clk_routes.png
Drawn at 3 px/um.
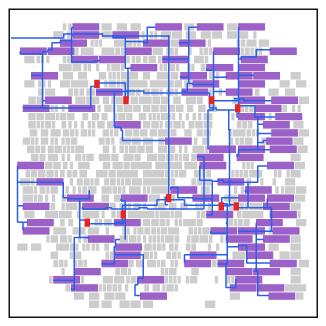
placement_by_type.png
Drawn at 3 px/um.
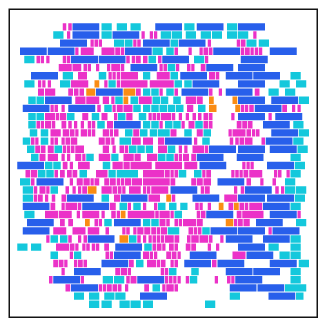
flops_by_reg.png
Drawn at 3 px/um. Other sequential cells in the stronger gray, the rest of the logic in the fainter gray.
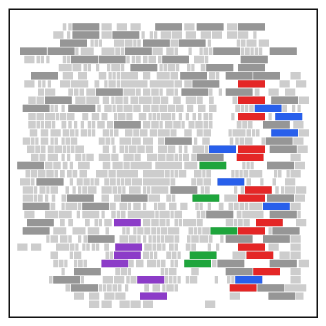
io_fan.png
Drawn at 4 px/um.
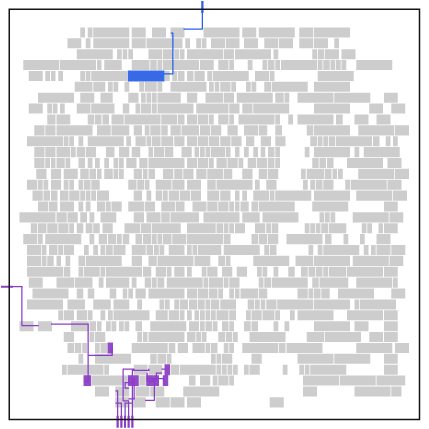
$ cat src/rtl/pu_seq_pkg.sv
// pu_seq_pkg: shared constants and state encoding for the PU sequencer and its peers.
`default_nettype none

package pu_seq_pkg;

  localparam int DEF_WADDR_WIDTH = 7;
  localparam int DEF_CADDR_WIDTH = 5;
  localparam int DEF_MAC_LAT     = 2;
  localparam int BIAS_SEL_WIDTH  = 3;

  typedef enum logic [1:0] {
    ST_IDLE  = 2'd0,
    ST_CLEAR = 2'd1,
    ST_RUN   = 2'd2,
    ST_DRAIN = 2'd3
  } seq_state_t;

endpackage

`default_nettype wire

$ cat src/rtl/pu_seq_delay_line.sv
// pu_delay_line: DEPTH-stage shift register with asynchronous active-low clear.
`default_nettype none

module pu_delay_line #(
  parameter int DEPTH = 2,
  parameter int WIDTH = 1
) (
  input  logic             clk,
  input  logic             rst_n,
  input  logic [WIDTH-1:0] d,
  output logic [WIDTH-1:0] q
);

  logic [DEPTH-1:0][WIDTH-1:0] stage;

  always_ff @(posedge clk or negedge rst_n) begin
    if (!rst_n) begin
      stage <= '0;
    end else begin
      stage[0] <= d;
      for (int i = 1; i < DEPTH; i++) begin
        stage[i] <= stage[i-1];
      end
    end
  end

  assign q = stage[DEPTH-1];

endmodule

`default_nettype wire

$ cat src/rtl/pu_seq.sv
// pu_seq: steps one processing unit through a tile of P passes x N output positions.
`default_nettype none

module pu_seq
  import pu_seq_pkg::*;
#(
  parameter int WADDR_WIDTH = DEF_WADDR_WIDTH,
  parameter int CADDR_WIDTH = DEF_CADDR_WIDTH,
  parameter int MAC_LAT     = DEF_MAC_LAT
) (
  input  logic                      clk,
  input  logic                      rst_n,
  input  logic                      start,
  input  logic [WADDR_WIDTH-1:0]    cfg_num_pass,
  input  logic [CADDR_WIDTH:0]      cfg_num_out,
  input  logic [WADDR_WIDTH-1:0]    cfg_w_base,
  input  logic [WADDR_WIDTH-1:0]    cfg_r_base,
  input  logic [BIAS_SEL_WIDTH-1:0] cfg_bias_addr,
  input  logic                      cfg_add_bias,
  input  logic                      cfg_relu,
  output logic                      busy,
  output logic                      done,
  output logic                      data_req,
  output logic [WADDR_WIDTH-1:0]    w_rd_addr,
  output logic [BIAS_SEL_WIDTH-1:0] bias_addr,
  output logic                      add_bias,
  output logic                      relu,
  output logic                      last,
  output logic                      cache_clear,
  output logic [CADDR_WIDTH-1:0]    cache_rd_addr,
  output logic [CADDR_WIDTH-1:0]    cache_wr_addr,
  output logic                      r_wr_en,
  output logic [WADDR_WIDTH-1:0]    r_wr_addr
);

  localparam int DCNT_W = (MAC_LAT > 1) ? $clog2(MAC_LAT) : 1;
  localparam logic [DCNT_W-1:0]      DRAIN_LAST = DCNT_W'(MAC_LAT - 1);
  localparam logic [CADDR_WIDTH:0]   N_MAX      = {1'b1, {CADDR_WIDTH{1'b0}}};
  localparam logic [CADDR_WIDTH:0]   N_ONE      = (CADDR_WIDTH+1)'(1);
  localparam logic [WADDR_WIDTH-1:0] W_ONE      = WADDR_WIDTH'(1);
  localparam logic [CADDR_WIDTH-1:0] C_ONE      = CADDR_WIDTH'(1);
  localparam logic [DCNT_W-1:0]      D_ONE      = DCNT_W'(1);
  localparam int DL_W = 1 + CADDR_WIDTH + WADDR_WIDTH;

  seq_state_t state, state_nxt;

  logic [WADDR_WIDTH-1:0]    pass_q, w_base_q, r_base_q;
  logic [CADDR_WIDTH:0]      nout_q;
  logic [BIAS_SEL_WIDTH-1:0] bias_sel_q;
  logic                      add_bias_q, relu_q;

  logic [WADDR_WIDTH-1:0] p_cnt, p_nxt;
  logic [CADDR_WIDTH-1:0] o_cnt, o_nxt;
  logic [DCNT_W-1:0]      d_cnt, d_nxt;

  logic                   latch, step_nxt, busy_nxt, done_nxt, clear_nxt, last_nxt;
  logic [CADDR_WIDTH:0]   nout_in;
  logic                   p_last, o_last;
  logic [DL_W-1:0]        dl_in, dl_out;
  logic [WADDR_WIDTH-1:0] r_addr_in;

  assign nout_in = (cfg_num_out > N_MAX) ? N_MAX : cfg_num_out;
  assign p_last  = (p_cnt == pass_q - W_ONE);
  assign o_last  = ({1'b0, o_cnt} == nout_q - N_ONE);

  always_comb begin
    state_nxt = state;
    p_nxt     = p_cnt;
    o_nxt     = o_cnt;
    d_nxt     = d_cnt;
    latch     = 1'b0;
    step_nxt  = 1'b0;
    busy_nxt  = 1'b0;
    done_nxt  = 1'b0;
    clear_nxt = 1'b0;
    case (state)
      ST_IDLE: begin
        if (start) begin
          latch = 1'b1;
          if (cfg_num_pass == '0 || nout_in == '0) begin
            done_nxt = 1'b1;
          end else begin
            state_nxt = ST_CLEAR;
            busy_nxt  = 1'b1;
            clear_nxt = 1'b1;
          end
        end
      end
      ST_CLEAR: begin
        state_nxt = ST_RUN;
        p_nxt     = '0;
        o_nxt     = '0;
        step_nxt  = 1'b1;
        busy_nxt  = 1'b1;
      end
      ST_RUN: begin
        busy_nxt = 1'b1;
        if (!o_last) begin
          o_nxt    = o_cnt + C_ONE;
          step_nxt = 1'b1;
        end else if (!p_last) begin
          p_nxt    = p_cnt + W_ONE;
          o_nxt    = '0;
          step_nxt = 1'b1;
        end else begin
          state_nxt = ST_DRAIN;
          d_nxt     = '0;
        end
      end
      ST_DRAIN: begin
        if (d_cnt == DRAIN_LAST) begin
          state_nxt = ST_IDLE;
          done_nxt  = 1'b1;
        end else begin
          d_nxt    = d_cnt + D_ONE;
          busy_nxt = 1'b1;
        end
      end
      default: state_nxt = ST_IDLE;
    endcase
    last_nxt = step_nxt && (p_nxt == pass_q - W_ONE);
  end

  always_ff @(posedge clk or negedge rst_n) begin
    if (!rst_n) begin
      state      <= ST_IDLE;
      pass_q     <= '0;
      nout_q     <= '0;
      w_base_q   <= '0;
      r_base_q   <= '0;
      bias_sel_q <= '0;
      add_bias_q <= 1'b0;
      relu_q     <= 1'b0;
    end else begin
      state <= state_nxt;
      if (latch) begin
        pass_q     <= cfg_num_pass;
        nout_q     <= nout_in;
        w_base_q   <= cfg_w_base;
        r_base_q   <= cfg_r_base;
        bias_sel_q <= cfg_bias_addr;
        add_bias_q <= cfg_add_bias;
        relu_q     <= cfg_relu;
      end
    end
  end

  // Step outputs are built from the next-step counters so they appear registered in the step cycle.
  always_ff @(posedge clk or negedge rst_n) begin
    if (!rst_n) begin
      p_cnt         <= '0;
      o_cnt         <= '0;
      d_cnt         <= '0;
      busy          <= 1'b0;
      done          <= 1'b0;
      cache_clear   <= 1'b0;
      data_req      <= 1'b0;
      w_rd_addr     <= '0;
      bias_addr     <= '0;
      add_bias      <= 1'b0;
      relu          <= 1'b0;
      last          <= 1'b0;
      cache_rd_addr <= '0;
    end else begin
      p_cnt         <= p_nxt;
      o_cnt         <= o_nxt;
      d_cnt         <= d_nxt;
      busy          <= busy_nxt;
      done          <= done_nxt;
      cache_clear   <= clear_nxt;
      data_req      <= step_nxt;
      w_rd_addr     <= step_nxt ? w_base_q + p_nxt : '0;
      bias_addr     <= step_nxt ? bias_sel_q : '0;
      add_bias      <= step_nxt && add_bias_q && (p_nxt == '0);
      relu          <= last_nxt && relu_q;
      last          <= last_nxt;
      cache_rd_addr <= step_nxt ? o_nxt : '0;
    end
  end

  assign r_addr_in = data_req ? r_base_q + WADDR_WIDTH'(cache_rd_addr) : '0;
  assign dl_in     = {data_req & last, cache_rd_addr, r_addr_in};

  pu_delay_line #(
    .DEPTH (MAC_LAT),
    .WIDTH (DL_W)
  ) u_delay (
    .clk   (clk),
    .rst_n (rst_n),
    .d     (dl_in),
    .q     (dl_out)
  );

  assign {r_wr_en, cache_wr_addr, r_wr_addr} = dl_out;

endmodule

`default_nettype wire
$ cat config.mk
export PLATFORM = sky130hd
export DESIGN_NAME = pu_seq
export DESIGN_NICKNAME = d
export VERILOG_FILES = /design/src/rtl/pu_seq_pkg.sv /design/src/rtl/pu_seq_delay_line.sv /design/src/rtl/pu_seq.sv
export SDC_FILE = /design/constraint.sdc
export NUM_CORES = 1
export LEC_CHECK = 0
export ABC_AREA = 1
export ABC_CLOCK_PERIOD_IN_PS = 3100
export CORE_MARGIN = 2
export CORE_UTILIZATION = 50
export CTS_BUF_LIST = sky130_fd_sc_hd__clkbuf_2
export DETAILED_ROUTE_END_ITERATION = 12
export PLACE_DENSITY_LB_ADDON = 0.25
export SYNTH_ARGS = -nofsm -noshare
export SYNTH_HDL_FRONTEND = slang
export SYNTH_SLANG_ARGS = --single-unit
$ cat constraint.sdc
create_clock -name clk -period 3.1 [get_ports clk]
set_clock_uncertainty 0.15 [all_clocks]
set_input_delay 0.62 -clock clk [delete_from_list [all_inputs] [get_ports clk]]
set_output_delay 0.62 -clock clk [all_outputs]
set_load 0.02 [all_outputs]
==> job_summary.md <==
## Synthesis and layout report

| Metric | Value |
|---|---|
| Max-cap violations | 0 |
| YS chip area | a little under 5000 um2 |
| Clock-pin slew on the worst setup and hold paths | 0.28 ns |
| GRT overflow | 0 |
| Setup-failing EPs final | 6 |
| Final Power | 1.89 mW |
| Mapped Cells | approximately 560 |
| Worst setup margin | -0.414 ns |
| Worst Path Arrival | just under 4 ns |
| Routability cong. | between 0.9 and 1 |
| Number of CTS-inserted buffers | 9 |
| Critical path fanouts, max | 4 |
| Share of cells above drive strength 1 | a little over a quarter |
| Reg2reg start | pass_q[0]$_DFFE_PN0P_ |
| Sink Count | between 90 and 100 |
| Max IR drop VDD | 0.229 mV |
| RSZ-0062 raised after global routing | yes |
| Post-synthesis sequential area ratio | 49.3% |
| Hold Crit Class | reg2reg |
| Die Area | 10400 um2 |
| Commonest cells post-synth | nand2_1 (142), dfrtp_1 (95), inv_1 (71) |
| Netlist cell types | 39 |
| Die X | a little over 100 um |
| Hold worst-path end | u_delay.q[9]$_DFF_PN0_ |
| Total GRT Usage | 24.1% |
| Routed WL | 12200 um |
| Synth async-reset ratio | 100% |
| Placed insts | around 790 |
| Cell count in the Yosys report | ~560 |
| Pre-Place Util | 51.9% |
| Hpwl dp | 8160 um |
| Main flop type | dfrtp_1 |
| WS Path Type | reg2reg |
| Slew HR | 63.0% |
| Reg2Reg Depth | 28 |
| Top-count cell post-synth | nand2_1 |
| Initial antenna violation count | 1 |
| Minimum clock period | around 3.5 ns |
| Crit end category | flop |
| Post-route DRC | 0 |
| Registers, synthesis | 95 |
| Worst Hold Path Cells | 0 |
| Die Y | between 100 and 150 um |
| Via density | 5.02 |
| # H-tree levels | 3 |
| Final Hold Violating Endpoints | 0 |
| Design Area, Final | around 6600 um2 |
| CTS root buf | clkbuf_2 |
| Drt pass-1 iters | 5 |
| Pre-CTS setup slack | -0.342 ns |
| CTS tree | done |
| Synth Warn # | 0 |
| CP max stage delay | ~0.46 ns |
| CP Launch Type | flop |
| First-pass GRT wire length | roughly 19000 um |
| Hold Path Origin | u_delay.stage[9]$_DFF_PN0_ |
| Most frequent CP cell | buf_4 |
| First DRT Iteration DRCs | 202 |
| Least-Margin Pin Slew | ~0.55 ns |
| R2R Setup Slk | -0.41 ns |
| Leak | ~3.4 nW |
| Setup TNS | -1.50 ns |
| Top-level I/O count | roughly 70 |
| Post-Syn Nets | just over 600 |
| Post-Layout Cell Count | 848 |
| Top area contributor share | roughly 49% |
| Area delta synth->final | 36.1% |
| Crit share post-route | 113% |
| CP max stage cell | dfrtp_1 |
| Required time of the critical path | around 3.5 ns |
| Count of library flops with an enable pin | 0 |
| Final Max Slew Viols | 0 |
| Final net count | 770 |
| Via Count | between 4000 and 5000 |
| Clock buffer depth | 2 |
| Vias in the first global route | between 4000 and 5000 |
| Outcome | complete, but fails checks |
| Tool Warnings | 33 |
| Cell Area, Placed | approximately 6000 um2 |
| Worst hold slack | 0.195 ns |
| Max Clk Rate | ~280 MHz |
| Routed WL per cell | 14.3 um |
| Port Buffers | 69 |
| Synth area leader | dfrtp_1 |
| Pin count of the biggest net entering global routing | between 90 and 100 |
| Failing checks | setup timing |
| Pwr dens | roughly 290 nW/um2 |
| Top area cell types | dfrtp_1 (49%), nand2_1 (11%), inv_1 (5.5%) |
| Syn_area_per_cell | around 8.6 um2 |
| Core area | around 9300 um2 |
| RR Endpoint | relu$_DFF_PN0_ |
| Syn Std Cell Area | ~4800 um2 |
| Antenna-violating nets left | 0 |
## Picture notes: clk_routes.png
legend:
  flip-flops:
    color: purple
    count: 95
  clock drivers:
    color: red
    count: 9
  clock wires:
    color: blue
    length: 1140 um
routed clock nets: 10
flops lie: widely spread
Clock power frac: 30.1%
clock distribution power: 0.567 mW
Latency at later pin: 0.55 ns

## Picture notes: placement_by_type.png
legend:
  flops:
    color: blue
    cells: 95
    share_of_their_area: 37%
  clock drivers and dummy loads:
    color: orange
    cells: 16
    share_of_their_area: 1.6%
  combinational and other logic:
    color: magenta
    cells: 437
    share_of_their_area: 38%
  other buffers and delay cells:
    color: cyan
    cells: 170
    share_of_their_area: 23%
Seq/total area: 36.2%
Core Rows: 35
Core Util, Final: 70.6%

## Picture notes: flops_by_reg.png
legend:
  `nout_q`:
    color: purple
    sequential_cells: 6
    where: south
  `u_delay.stage`:
    color: red
    sequential_cells: 13
  `o_cnt`:
    color: green
    sequential_cells: 5
  `r_base_q`:
    color: blue
    sequential_cells: 7
not colored: 64
register area: 2380 um2
sequential power: 1.24 mW

## Picture notes: io_fan.png
legend:
  `add_bias`:
    color: blue
    direction: output
    edge: north
    end_cells: 1
    buffers: 1
    wire: 22.1 um
  `cfg_num_out`:
    color: purple
    direction: input
    edge: 5 south, 1 west
    end_cells: 8
    buffers: 6
    wire: 133 um

-- layout by cell type, fill, tap and decap left out, types with 5 or more instances in the layout --
master,netlist,routed
nand2_1,142,134
buf_4,17,96
dfrtp_1,95,95
clkdlybuf4s50_1,0,68
inv_1,71,66
nor2_1,34,34
o21ai_0,34,31
nand3_1,30,24
a21oi_1,20,18
nand4_1,16,16
nand2_2,8,16
ha_1,20,16
nand3_2,8,14
inv_2,5,10
clkbuf_2,0,10
nor2_2,8,7
nor2_4,4,5
-- registers in the layout, indices dropped and copies added (netlist names), 2 cells and up --
name,flops
u_delay.q,13
u_delay.stage,13
p_cnt,7
pass_q,7
r_base_q,7
w_base_q,7
w_rd_addr,7
nout_q,6
cache_rd_addr,5
o_cnt,5
bias_addr,3
bias_sel_q,3
state,2
-- per-layer routing --
layer  global-route usage [%]  wire length [um]  up-vias  part of all wire (%)
met4                     11.8               434        0                   3.6
met3                     5.95               545       34                   4.5
met1                     29.5              5130     2019                    42
met2                     40.1              6050      129                    50
li1                         -                 -     2071                     -
met5                        0                 0        -                     0
-- worst max-delay path, delay by kind of cell (launching register included) --
family | cells | cell delay (ns)
buffers and inverters | 11 | 1.37
and+or+nand+nor | 16 | 1.30
DFF | 1 | 0.46
adders and majority gates | 1 | 0.18
-- worst max path at each step --
stage / start / end / slack (ns) / cells after the start
final: pass_q[0]$_DFFE_PN0P_ / relu$_DFF_PN0_ / -0.41 / 28
after global routing: pass_q[0]$_DFFE_PN0P_ / w_rd_addr[6]$_DFF_PN0_ / -0.64 / 26
after floorplan: nout_q[0]$_DFFE_PN0P_ / w_rd_addr[6]$_DFF_PN0_ / -0.21 / 27
after detailed placement: nout_q[1]$_DFFE_PN0P_ / w_rd_addr[6]$_DFF_PN0_ / -0.34 / 27
after global placement: nout_q[1]$_DFFE_PN0P_ / w_rd_addr[6]$_DFF_PN0_ / -0.18 / 27
after CTS: pass_q[0]$_DFFE_PN0P_ / w_rd_addr[6]$_DFF_PN0_ / -0.24 / 26
-- cell families (layout without fill, tap and decap cells) --
logic type	after synthesis	count (layout)	synth area share, %
buffers and inverters	103	263	9.40
adders and majority gates	22	22	6.02
and+or+nand+nor	267	267	26.8
DFF	95	95	49.3
xor gates and xnor gates	5	5	0.909
other	0	1	0
AOI/OAI and AO/OA	66	66	7.53
-- layout make-up --
type	count	area, um2
clock buffers	10	50.0
flip-flops and latches	95	2380
repair buffers	170	1490
multi-input cells	360	2140
clock inverters	6	52.6
well taps	129	161
inverters	77	289
fillers	689	2730
diodes	1	2.50
-- power by group --
part / switching (mW) / internal (mW)
Clock: 0.445 / 0.123
Sequential: 0 / 1.24
Combinational: 0.0353 / 0.0417
Total: 0.480 / 1.41
-- repair_timing --
item	4_1_cts	5_1_grt
hold buffers	1	0
gates resized	18	12
endpoints found under the setup margin	3	8
buffers inserted	39	4
hold endpoints to repair	95	0
pin swaps	17	6
Power figures rest on the tool's default switching activity, not on a simulated workload.
